Figure 1. Sizing map.
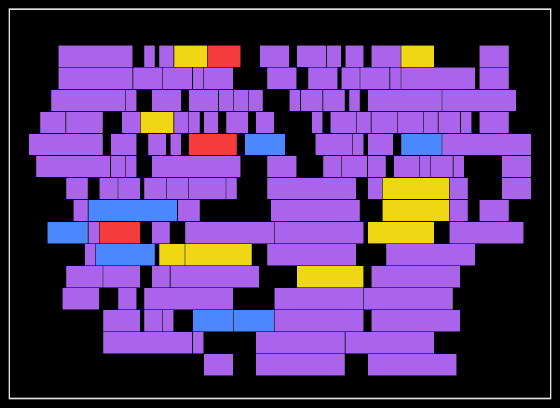
Figure 2. Signal wires on met2.
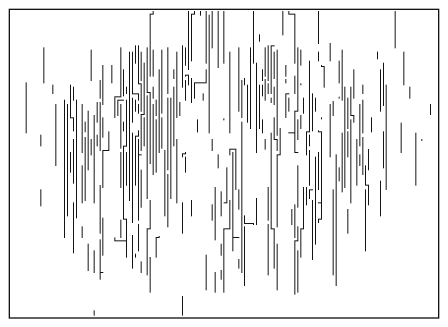
Figure 3. Metal 1.
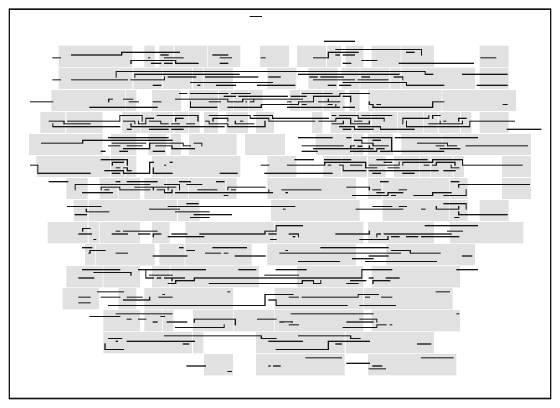
Figure 4. Cell density map.
The bar under the picture is 20 µm long. 7 x 5 tiles, from dark blue (low) to red (high), 0 to 100% covered.
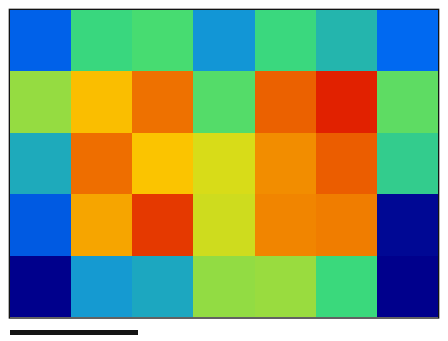
==> src/rtl/pc_pkg.sv <==
// Shared command encoding and default reset address for the program counter with return stack.
package pc_pkg;

    typedef enum logic [2:0] {
        CMD_NONE  = 3'd0,
        CMD_INC   = 3'd1,
        CMD_LD    = 3'd2,
        CMD_CALL  = 3'd3,
        CMD_RET   = 3'd4,
        CMD_BRREL = 3'd5
    } pc_cmd_e;

    localparam int unsigned PC_ADDR_W_DEFAULT = 5;
    localparam int unsigned PC_RESET_ADDR     = 0;

endpackage

==> src/rtl/pc_ret_stack.sv <==
// LIFO return-address storage with depth counter and full/empty flags.
module pc_ret_stack #(
    parameter int unsigned WIDTH = 5,
    parameter int unsigned DEPTH = 4
) (
    input  logic             clk,
    input  logic             rst_n,
    input  logic             push,
    input  logic             pop,
    input  logic [WIDTH-1:0] push_data,
    output logic [WIDTH-1:0] pop_data,
    output logic             full,
    output logic             empty
);

    localparam int unsigned CNT_W = $clog2(DEPTH + 1);
    localparam int unsigned IDX_W = (DEPTH > 1) ? $clog2(DEPTH) : 1;

    logic [WIDTH-1:0] mem [DEPTH];
    logic [CNT_W-1:0] depth_q, depth_d;
    logic [IDX_W-1:0] wr_idx, rd_idx;
    logic             do_push, do_pop;

    assign full    = (depth_q == CNT_W'(DEPTH));
    assign empty   = (depth_q == '0);
    assign do_push = push && !full;
    assign do_pop  = pop && !push && !empty;

    // Read index is forced to 0 when empty so it never leaves the array range.
    assign wr_idx   = IDX_W'(depth_q);
    assign rd_idx   = empty ? '0 : IDX_W'(depth_q - CNT_W'(1));
    assign pop_data = mem[rd_idx];

    always_comb begin
        depth_d = depth_q;
        if (do_push) begin
            depth_d = depth_q + CNT_W'(1);
        end else if (do_pop) begin
            depth_d = depth_q - CNT_W'(1);
        end
    end

    always_ff @(posedge clk or negedge rst_n) begin
        if (!rst_n) begin
            depth_q <= '0;
        end else begin
            depth_q <= depth_d;
        end
    end

    // Storage contents are don't-care after reset, so no reset is needed here.
    always_ff @(posedge clk) begin
        if (do_push) begin
            mem[wr_idx] <= push_data;
        end
    end

endmodule

==> src/rtl/program_counter_stack.sv <==
// Program counter with hardware return-address stack, CALL/RET and sticky stack_err.
// Optional PC-relative branch enabled by defining PC_REL_BRANCH_EN.
module program_counter_stack
    import pc_pkg::*;
#(
    parameter int unsigned       ADDR_W      = PC_ADDR_W_DEFAULT,
    parameter int unsigned       STACK_DEPTH = 4,
    parameter logic [ADDR_W-1:0] RESET_ADDR  = ADDR_W'(PC_RESET_ADDR)
) (
    input  logic              clk,
    input  logic              rst_n,
    input  logic              inc_pc,
    input  logic              ld_pc,
    input  logic              call,
    input  logic              ret,
    input  logic              err_clr,
`ifdef PC_REL_BRANCH_EN
    input  logic              br_rel,
    input  logic [ADDR_W-1:0] br_off,
`endif
    input  logic [ADDR_W-1:0] ir_addr,
    output logic [ADDR_W-1:0] pc_addr,
    output logic              stack_full,
    output logic              stack_empty,
    output logic              stack_err
);

    pc_cmd_e           cmd;
    logic [ADDR_W-1:0] pc_q, pc_d, pc_inc, pop_data;
    logic              push, pop, err_set;
    logic              stack_err_q, stack_err_d;

    assign pc_inc = pc_q + ADDR_W'(1);

    always_comb begin
        cmd = CMD_NONE;
        if (call) begin
            cmd = CMD_CALL;
        end else if (ret) begin
            cmd = CMD_RET;
`ifdef PC_REL_BRANCH_EN
        end else if (br_rel) begin
            cmd = CMD_BRREL;
`endif
        end else if (ld_pc) begin
            cmd = CMD_LD;
        end else if (inc_pc) begin
            cmd = CMD_INC;
        end
    end

    always_comb begin
        pc_d    = pc_q;
        push    = 1'b0;
        pop     = 1'b0;
        err_set = 1'b0;
        case (cmd)
            CMD_INC: pc_d = pc_inc;
            CMD_LD:  pc_d = ir_addr;
            CMD_CALL: begin
                if (stack_full) begin
                    err_set = 1'b1;
                end else begin
                    push = 1'b1;
                    pc_d = ir_addr;
                end
            end
            CMD_RET: begin
                if (stack_empty) begin
                    err_set = 1'b1;
                end else begin
                    pop  = 1'b1;
                    pc_d = pop_data;
                end
            end
`ifdef PC_REL_BRANCH_EN
            CMD_BRREL: pc_d = pc_q + br_off;
`endif
            default: ;
        endcase
    end

    // A fresh over/underflow wins over a simultaneous clear.
    always_comb begin
        stack_err_d = stack_err_q;
        if (err_set) begin
            stack_err_d = 1'b1;
        end else if (err_clr) begin
            stack_err_d = 1'b0;
        end
    end

    always_ff @(posedge clk or negedge rst_n) begin
        if (!rst_n) begin
            pc_q        <= RESET_ADDR;
            stack_err_q <= 1'b0;
        end else begin
            pc_q        <= pc_d;
            stack_err_q <= stack_err_d;
        end
    end

    pc_ret_stack #(
        .WIDTH (ADDR_W),
        .DEPTH (STACK_DEPTH)
    ) u_ret_stack (
        .clk       (clk),
        .rst_n     (rst_n),
        .push      (push),
        .pop       (pop),
        .push_data (pc_inc),
        .pop_data  (pop_data),
        .full      (stack_full),
        .empty     (stack_empty)
    );

    assign pc_addr   = pc_q;
    assign stack_err = stack_err_q;

endmodule
==> config.mk <==
export PLATFORM = sky130hd
export DESIGN_NAME = program_counter_stack
export DESIGN_NICKNAME = d
export VERILOG_FILES = /design/src/rtl/pc_pkg.sv /design/src/rtl/pc_ret_stack.sv /design/src/rtl/program_counter_stack.sv
export SDC_FILE = /design/constraint.sdc
export NUM_CORES = 1
export LEC_CHECK = 0
export CORE_ASPECT_RATIO = 0.7
export CORE_MARGIN = 2
export CORE_UTILIZATION = 55
export CTS_BUF_LIST = sky130_fd_sc_hd__clkbuf_8
export CTS_CLUSTER_DIAMETER = 100
export DETAILED_ROUTE_END_ITERATION = 6
export PLACE_DENSITY = 0.8
export SLEW_MARGIN = 20
export SYNTH_ARGS = -nofsm -noshare
export SYNTH_HDL_FRONTEND = slang
export SYNTH_HIERARCHICAL = 1
export SYNTH_SLANG_ARGS = --single-unit
export TNS_END_PERCENT = 30
==> constraint.sdc <==
create_clock -name clk -period 3.7 [get_ports clk]
set_input_delay 0.37 -clock clk [delete_from_list [all_inputs] [get_ports clk]]
set_output_delay 0.37 -clock clk [all_outputs]
set_load 0.02 [all_outputs]
==> results.txt <==
Entry: Yosys synthesis followed by OpenROAD place and route.

Outcome:
- The flow ran to the end, and the final reports show no timing, DRC or antenna violations.

Worst setup path:
- The run gives the depth of the worst register-to-register path as 8.
- The run puts the internal reg-to-reg setup slack at 1.24 ns.
- The run gives the endpoint of the most critical setup path as pc_addr[1]$_DFFE_PN0P_.
- In this run the worst setup path begins at u_ret_stack/depth_q[0]$_DFFE_PN0P_.
- Data arrives at the worst endpoint at 2.63 ns.
- The timing report shows the most common cell along the critical path to be sky130_fd_sc_hd__ha_1.
- Grouping stages by cell kind, the critical path spends the most delay in multiplexers.
- Per STA, the worst path is made up of inv_1, ha_1, ha_1, nor2_1, mux4_2, a22oi_1, o21ai_1, mux2_2.
- The run puts the required time at the worst-slack endpoint at 3.86 ns.
- Looking at the critical path, the highest net fanout was 5.

Yosys:
- The run puts the xor/xnor cell area share of the yosys netlist at 0.0231.
- The run puts the mux contribution to synthesized area at 0.0893.
- After synthesis, the largest family of logic cells by area is simple AND/OR/NAND/NOR gates.
- The run gives the number of nets at floorplan as 132.
- The run gives the fraction of the mapped netlist area in adder cells as 0.0579.
- By area the synthesized netlist is led by sky130_fd_sc_hd__edfxtp_1, sky130_fd_sc_hd__dfrtp_1, sky130_fd_sc_hd__mux4_2.
- The run gives the cell area after technology mapping as 1510 µm².
- The biggest area contributor in the post-synthesis netlist is sky130_fd_sc_hd__edfxtp_1.
- The run gives the yosys stat cell total as 113.
- The average instance in the mapped netlist occupies 13.4 µm².

Timing:
- The run gives the number of hold violations in the final report as 0.
- The run gives the final critical path time including I/O delays and setup as 2.46 ns.
- The run puts the maximum clock frequency at 406 MHz.
- The run puts the worst hold slack at 0.411 ns.
- For reference, the final report shows the max-slew violation count at 0.
- Dividing the final minimum period by the clock period gives 0.666.

Placement:
- The run gives the worst slack at placement as 1.21 ns.
- In the placement report, post-DP HPWL is listed as 2.19 mm.
- The run gives the count of port buffers added during placement as 19.
- The run puts the instance area at placement at 1720 µm².

Pwr:
- The run puts the design internal power at 1060 µW.
- The power report attributes to the sequential group a share of 0.364.
- The power report attributes to the clock group a share of 0.187.
- The run puts the peak ir drop on the vdd network at 0.636 mV.
- The power report puts the net switching power at 573 µW.
- The run puts the total power density per cell area at 892 nW/µm².

Detailed routing:
- The run gives the number of DRC markers in iteration 0 as 62.
- The run gives the iteration count of the initial detailed-routing pass as 4.

Finish:
- The run puts the proportion of cell area occupied by registers at 0.452.
- The run puts the fraction of area in non-clock buffers at 0.104.
- Leaving out fill and tap cells, the most frequent cell in the layout is sky130_fd_sc_hd__edfxtp_1.
- The run gives the proportion of cell area occupied by multi-input gates as 0.345.
- Per the area breakdown, the dominant cell category is sequential cells.
- The run puts the fill cell total of the finished layout at 168.
- The layout contains a multi-input combinational cell count of 73.
- The run puts the flip-flop count of the largest register, all copies and words added at 20.
- After the last flow step, the layout net total stands at 155.
- The run gives the sequential standard cell area as 826 µm².
- The run gives the number of inserted diodes as 0.
- The run gives the final-layout clock-cell area share as 0.0583.
- The run gives the register ranked first by flip-flop count as u_ret_stack/mem.
- After layout, the clock buffer instance count stands at 5.

Worst hold path:
- The most critical min-delay path falls under in2async.

Clock tree:
- The run puts the clock latency of the later-clocked register in the worst-skew pair at 0.27 ns.
- The run puts the CTS sink count at 29.
- The run puts the level count of the clock H-tree at 2.
- The run puts the count of buffers added by post-CTS timing repair for setup at 0.
- The run gives the number of buffers added by the clock tree synthesis step as 5.
- The run gives the maximum count of clock buffers along a single path as 2.
- The run gives the clock transition at the registers of the reported paths as 0.06 ns.
- In this run the clock root is driven by a sky130_fd_sc_hd__clkbuf_8.

Floorplanning:
- The run gives the height of the die as 47.9 µm.
- According to the I/O placement log, the pin count is 20.
- The run gives the inserted tap cell count as 34.
- The run gives the core region area as 2530 µm².
- The initialized floorplan defines 15 standard-cell rows.
- The run gives the area of the die as 3200 µm².

Run:
- The run puts the number of logged tool warnings at 30.
- The run gives the total of max-cap violations as 0.

Global routing:
- Entering global routing, the biggest net connects 14 pins.
## Picture notes: Figure 1
red -> drive 3 to 4  # cells 3, share 2.2%
purple -> drive 1 or less  # cells 118, share 86%
blue -> drive 6 and up  # cells 7, share 5.1%
yellow -> drive 2  # cells 9, share 6.6%
area growth from synthesis to layout: 20.6%
count of non-CTS buffers in the layout: 19
setup slack after layout: 1.24 ns
final design area excluding fillers: 1830 µm²

## Picture notes: Figure 2
share of all routed wire = 49%
main direction = vertical
longest straight run = 23.5 µm
Total Wirelength: 3.01 mm
total vias in the final route: 1009
met2 track demand over resource: 0.350

## Picture notes: Figure 3
nets with wire on the layer = 139
share of all routed wire = 43%

## Picture notes: Figure 4
tiles over 75% full = 34%
mean over tiles = 56%
nearly empty tiles = 8.6%
fullest tile = 96%
densest ninth of the die = centre

==> cell usage after synthesis, drive strengths merged <==
master	number
o31ai	2
ha	7
mux4	5
a21oi	5
nor3	1
o211ai	1
xnor2	3
and2	4
o22ai	3
nor4	3
a22oi	3
nand3b	1
nor2	6
mux2	2
o21ai	5
nand3	2
or3	1
o221a	1
dfrtp	9
a32oi	1
xor2	1
nand2b	2
nor2b	3
a2bb2oi	1
inv	8
and2b	2
a21o	1
edfxtp	20
o22a	2
nand2	4
buf	3
a21boi	1
==> layer usage <==
layer,up-vias,wire (µm),global-route usage,part of all wire
li1,471,-,-,-
met2,29,1480,0.350,0.49
met3,7,165,0.0776,0.055
met4,0,77,0.102,0.026
met1,502,1300,0.267,0.43
met5,-,0,0,0
Power is estimated from default activity; no workload was simulated.
